**Wiring by layer**

Only two layers are drawn.
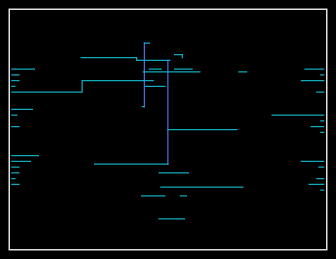
**Routing congestion**

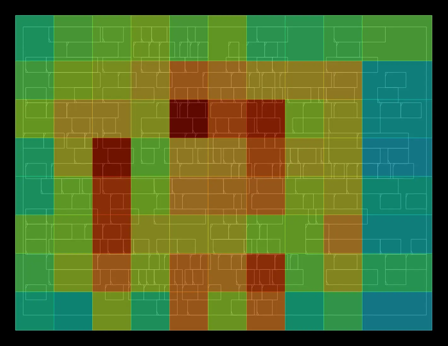
**Signal wires on met2**

The bar under the picture is 20 um long.
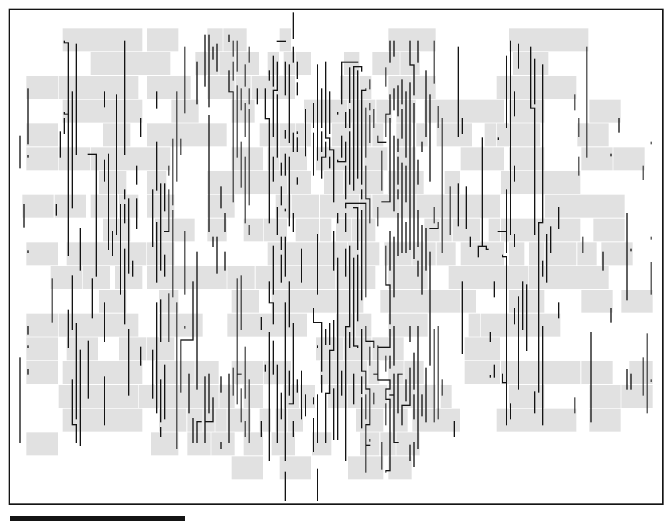
**Sizing map**

The bar under the picture is 20 um long.
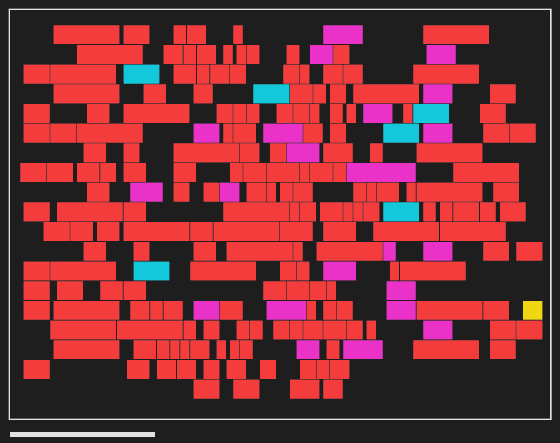
**M1 wires**

The bar under the picture is 20 um long. Supply wires on this layer in grey.
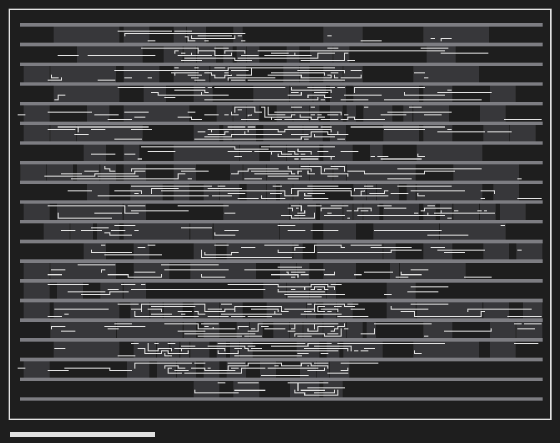
==> config.mk <==
export PLATFORM = sky130hd
export DESIGN_NAME = seg7_to_bin
export DESIGN_NICKNAME = d
export VERILOG_FILES = /design/src/rtl/seg7_pkg.sv /design/src/rtl/seg7_glyph_decode.sv /design/src/rtl/seg7_to_bin.sv
export SDC_FILE = /design/constraint.sdc
export NUM_CORES = 1
export LEC_CHECK = 0
export CAP_MARGIN = 15
export CORE_ASPECT_RATIO = 0.75
export CORE_UTILIZATION = 50
export DETAILED_ROUTE_END_ITERATION = 10
export HOLD_SLACK_MARGIN = 0.08
export PLACE_DENSITY = 0.75
export SLEW_MARGIN = 25
export SYNTH_ARGS = -nofsm -noshare
export SYNTH_HDL_FRONTEND = slang
export SYNTH_HIERARCHICAL = 1
export SYNTH_SLANG_ARGS = --single-unit
==> constraint.sdc <==
create_clock -name clk -period 2.8 [get_ports clk]
set_input_delay 0.28 -clock clk [delete_from_list [all_inputs] [get_ports clk]]
set_output_delay 0.28 -clock clk [all_outputs]
set_load 0.01 [all_outputs]
==> reports/metrics.yaml <==
placed_design:
  place_hpwl_mm: 2.97
  place_area_mm2: 0.00222
  post-place-ws_ps: 220
finish:
  diodes: 0
  comb_cells: 144
  seq_cells: 31
  clkCellAreaFrac: 0.0380
  drive_above_1_share: 0.133
  comb-cell-share: 0.457
  fin_nets: 240
  final_common_cell: "dfrtp_1"
  buf_share: 0.129
yosys:
  syn_inst: 194
  ys_ff: 31
  ys_sh_adder: 0.0190
  synth.most_common_cell: "dfrtp_1"
  area_leaders: "dfrtp_1 38%, xnor2_1 7.5%, mux2_2 4.6%"
critical_path:
  crit_type: "register to register"
  reg2reg_slack_ps: 300
  path_delay_family: "simple AND/OR/NAND/NOR gates"
  cp_max_fo: 16
  slowest_delay_ps: 580
  reg2regPathDepth: 7
  path_cells: "nor3_1 > nand2b_1 > a211o_1 > nand4_1 > and2_1 > and4_1 > mux2_2"
floorplan:
  dieHeight_um: 56.5
  rows: 19
  ioPinCount: 30
timing:
  max_freq_mhz: 401
  slew_viol_final: 0
  slew_headroom: 0.643
  setup_viol: 0
  fin_tns_setup_ps: 0
global_route:
  grt_pass1_wl_mm: 6.81
  grt_usage: 0.216
  grt_antenna_before_repair: 0
cts:
  post_cts_resized: 0
  cts_root_buffer: "clkbuf_8"
  htreeDepth: 2
pwr:
  cellPowerDensity_mw_per_mm2: 417
  power.share.clock: 0.364
  combPwrFrac: 0.114
  top_power_group: "registers"
  ir_worst_vdd_v: 0.000358
route:
  routed-wl-met2_mm: 1.83
  wl_met3_um: 234
  drt.antenna.violating_nets: 0
worst_hold_path:
  min_path_type: "input port to asynchronous set/reset pin"
outcome:
  status: "finished, final reports clean"
Back to the opening pictures, 'wiring by layer':
legend:
  met4:
    colour: blue
    wire_length: 39.4 um
  met3:
    colour: cyan
    wire_length: 234 um
vias: 1573
drt wl/cell: 14.9 um

Back to the opening pictures, 'routing congestion':
M3 GR Usage: 0.0592
Core Util, Final: 0.617
met1 GRT Util: 0.302
met2 Usage GRT: 0.324

Back to the opening pictures, 'signal wires on met2':
wire length on this layer: 1830 um
longest straight run: 24.3 um
Routed WL: 4.02 mm

Back to the opening pictures, 'sizing map':
legend:
  drive 6 and up:
    colour: cyan
    cells: 6
  drive 3 to 4:
    colour: yellow
    cells: 1
  drive 1 or less:
    colour: red
    cells: 189
  drive 2:
    colour: magenta
    cells: 22
Synth-to-Final Area Change: 16.5%
nonclk buf count: 30
cell area after layout: 0.00230 mm^2
setup ws final: 304 ps

Back to the opening pictures, 'M1 wires':
main direction: horizontal
share of all routed wire: 48%
longest straight run: 25.8 um
wire length on this layer: 1920 um
nets with wire on the layer: 212

Power and IR drop assume default switching activity.
